==> config.mk <==
export PLATFORM = sky130hd
export DESIGN_NAME = sad_search_ctrl_flat
export DESIGN_NICKNAME = d
export VERILOG_FILES = /design/src/rtl/sad_search_ctrl_if.sv /design/src/rtl/sad_search_ctrl.sv /design/src/flat_wrapper.sv
export SDC_FILE = /design/constraint.sdc
export NUM_CORES = 1
export LEC_CHECK = 0
export CORE_MARGIN = 1
export CORE_UTILIZATION = 35
export CTS_CLUSTER_DIAMETER = 150
export DETAILED_ROUTE_END_ITERATION = 7
export HOLD_SLACK_MARGIN = 0.1
export SYNTH_ARGS = -nofsm -noshare
export SYNTH_HDL_FRONTEND = slang
export SYNTH_SLANG_ARGS = --single-unit
==> constraint.sdc <==
create_clock -name clk -period 7.2 [get_ports clk]
set_input_delay 2.16 -clock clk [delete_from_list [all_inputs] [get_ports clk]]
set_output_delay 2.16 -clock clk [all_outputs]
set_load 0.1 [all_outputs]
### Signal wires on met4

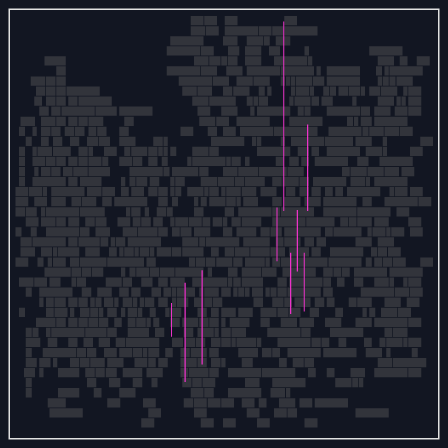
The layer carries 197 um of wire. The longest straight run is 51.0 um. The layer holds 1.5% of the routed length. The wires run mostly vertical. 8 nets have wire on it.
final wirelength: 13,300 um
DR vias: 4,488

### Clock routing

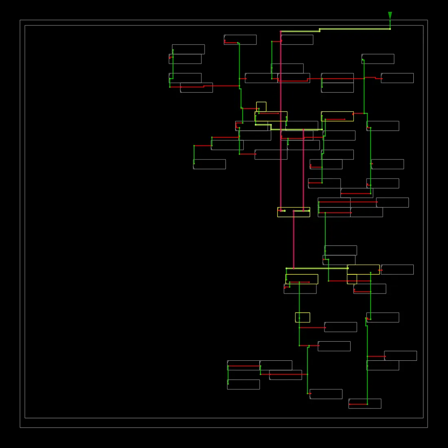
number of clock buffers in the layout: 5
flop count: 49
CTS buffer count: 5
CTS Sinks: 49

### Placed cells, one color a class

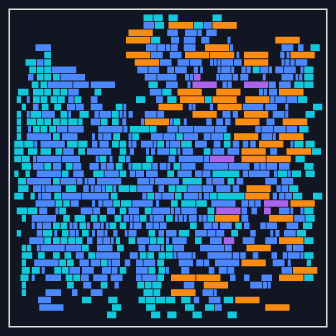
Orange marks flip-flops, cells 49. Purple marks clock drivers and dummy loads, cells 8. Blue marks all other logic, cells 427. Cyan marks other buffers and delay cells, cells 253.
design area: 7740 um^2
post-layout util: 61.3%
# rows: 41

### Wire density map

The die is cut into 23 by 23 equal tiles; dark blue is low, red is high, scaled to the fullest tile. Values are wire area over tile area, all layers added.
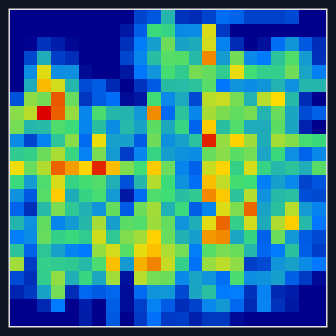
28% of the tiles are over half the peak. 12% of the tiles are nearly empty. The densest ninth of the die: west. The mean over all tiles is 0.15.
GRT Overall Usage: 20.2%
wire per inst: 14.7 um

### Clock distribution

Bar = 20 um.
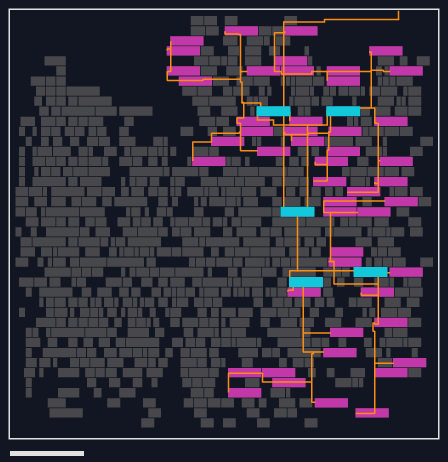
Orange marks clock wires, length 648 um. Magenta marks flip-flops, count 49. Cyan marks cells driving clock nets, count 5.
There are 6 routed clock nets.
Clock Skews: 0.00838 ns
Clk. pwr: 241 uW
worst skew pair latency: 0.29 ns
Clk network pwr share: 10.0%

==> GITHUB_STEP_SUMMARY <==
## PnR job results

| Metric | Value |
|---|---|
| DR WL met3 | `486 um` |
| Setup TNS | `-32.97 ns` |
| Core footprint | `12,600 um^2` |
| Period utilization | `128%` |
| Initial DRC count | `123` |
| Worst reg2reg path depth | `13` |
| Cell total in the yosys stat output | `493` |
| Most common cell in the netlist | `ha_1` |
| Slowest cell on the critical path | `a2111oi_2` |
| Mapped Area | `4530 um^2` |
| Bufs on Longest Clock Path | `2` |
| Final std cells w/o fill | `909` |
| First-pass GRT wire length | `21,500 um` |
| Cell count after synthesis | `493` |
| Register area share after synthesis | `27.1%` |
| Power Sequential | `468 uW` |
| Placed Cells incl. Taps | `844` |
| Status | `finished with violations` |
| Crit Path Class | `input port to flip-flop` |
| Power Internal | `1250 uW` |
| GRT met1 Usage | `24.0%` |
| Initial antenna violation count | `0` |
| Unrepaired setup endpoints after global routing | `yes` |
| Synth Flop Type | `dfrtp_1` |
| Fin nets | `892` |
| Max-cap violation count | `0` |
| Psw | `1160 uW` |
| Pwr dens | `310 nW/um^2` |
| DR pass1 iterations | `4` |
| Vias in the first global route | `4,671` |
| Root buf cell | `clkbuf_16` |
| Largest net degree at the start of global routing | `50` |
| H-Tree Depth | `2` |
| Crit path top cell by count | `a21o_1` |
| Fp util | `35.9%` |
| Share of the synthesized area in the top cell type | `27.1%` |
| Worst stage delay on the critical path | `0.37 ns` |
| Mean Syn Cell Area | `9.19 um^2` |
| CTS clk-pin slew, worst paths | `0.07 ns` |
| Setup bufs post-CTS | `49` |
| Failing checks | `negative setup slack` |
| DRC viols | `0` |
| YS warnings | `0` |
| I/O pin cnt | `98` |
| EDFF count, synth | `0` |
| # resized after CTS | `156` |
| Total Power | `2400 uW` |
| DP Area | `6520 um^2` |
| Slew Viols, Final | `0` |
| Synth cell count leaders | `ha_1, dfrtp_1, inv_1` |
| Die Span X | `116 um` |
| Setup Viol. Count Final | `17` |
| Top power group | `combinational cells` |
| Worst Path Required | `7.38 ns` |
| Global route hottest layer | `met2` |
| Wl on met1 | `5900 um` |
| Combinational cell power | `1690 uW` |
| Synth area leader | `dfrtp_1` |
| Total die area | `13,400 um^2` |
| DR top layer | `met4` |
| Final Critical Period | `9.19 ns` |
| CTS tree | `done` |
| # diodes | `0` |
| Flops after synth | `49` |
| Crit path DAT | `9.38 ns` |
| YS chip area | `4530 um^2` |
| Sequential power share | `19.5%` |
| Crit Path Max Fanout | `8` |
| Asr flop ratio synth | `100%` |
| Hold_buf cts | `0` |
| Worst slack, placed | `-2.64 ns` |
| Slew @ Worst Pin | `1.10 ns` |
| Most frequent logic cell in the layout | `buf_4` |
| Sw Share | `48.1%` |
| Hold Path Cell Cnt | `1` |
| Final hold violation count | `0` |
| Avg Vias per Cell | `4.94` |
| Leak | `0.00368 uW` |
| Tool warnings | `34` |
| Most frequent cells in the layout | `buf_4, clkdlybuf4s50_1, ha_1` |
| CP endpoint kind | `flip-flop` |
| Maximum vdd ir drop | `0.145 mV` |
| GRT overflow | `0` |
| Syn nets | `649` |
| Final GP Congestion | `0.832` |
| Combinational Power Share | `70.5%` |
| Met3 Use GR | `3.35%` |
| Worst setup margin | `-1.99 ns` |
| Fmax | `109 MHz` |
| Met2 Usage GRT | `37.1%` |
| Area grow syn2layout | `70.9%` |
| Die height | `116 um` |
| FILL cells | `1,071` |
| Top cells, area | `dfrtp_1, ha_1, mux2_2` |
| Critical Path Source Type | `input port` |
| Unique masters post-synth | `50` |
| Post-route ant nets | `0` |
| HPWL after DPL | `9600 um` |
| Reg2Reg Setup Slack | `4.15 ns` |
| Hold Crit Class | `flip-flop to flip-flop` |
| Hold WS | `0.506 ns` |
| Met2 routed WL | `6750 um` |
| Ratio of cells with drive above 1 in the final layout | `44.5%` |
| Slew headroom | `26.8%` |
| PortBufs | `97` |
## cell families after synthesis
kind of cell    after synthesis  share of synthesized area, %
compound gates              140                          20.6
xor+xnor                      9                          1.74
fa+ha+maj                    81                          22.5
buf+inv                      64                          5.94
flops                        49                          27.1
mux                          39                          10.2
simple gates                111                          11.9
## worst max-delay path: cells and delay by family
kind	cells	cell delay (ns)
compound gates	22	4.03
fa+ha+maj	4	0.87
buf+inv	6	1.01
mux	2	0.57
simple gates	5	0.70
## area by class of cell
cell class / count / area (um^2) / share of cell area (%)
Clock inverter: 3 / 26.3 / 0.339
Tap cell: 172 / 215 / 2.78
Multi-Input combinational cell: 380 / 3790 / 49.0
Inverter: 47 / 184 / 2.38
Timing Repair Buffer: 253 / 2170 / 28.1
Clock buffer: 5 / 125 / 1.62
Sequential cell: 49 / 1230 / 15.8
Power figures rest on the tool's default switching activity, not on a simulated workload.
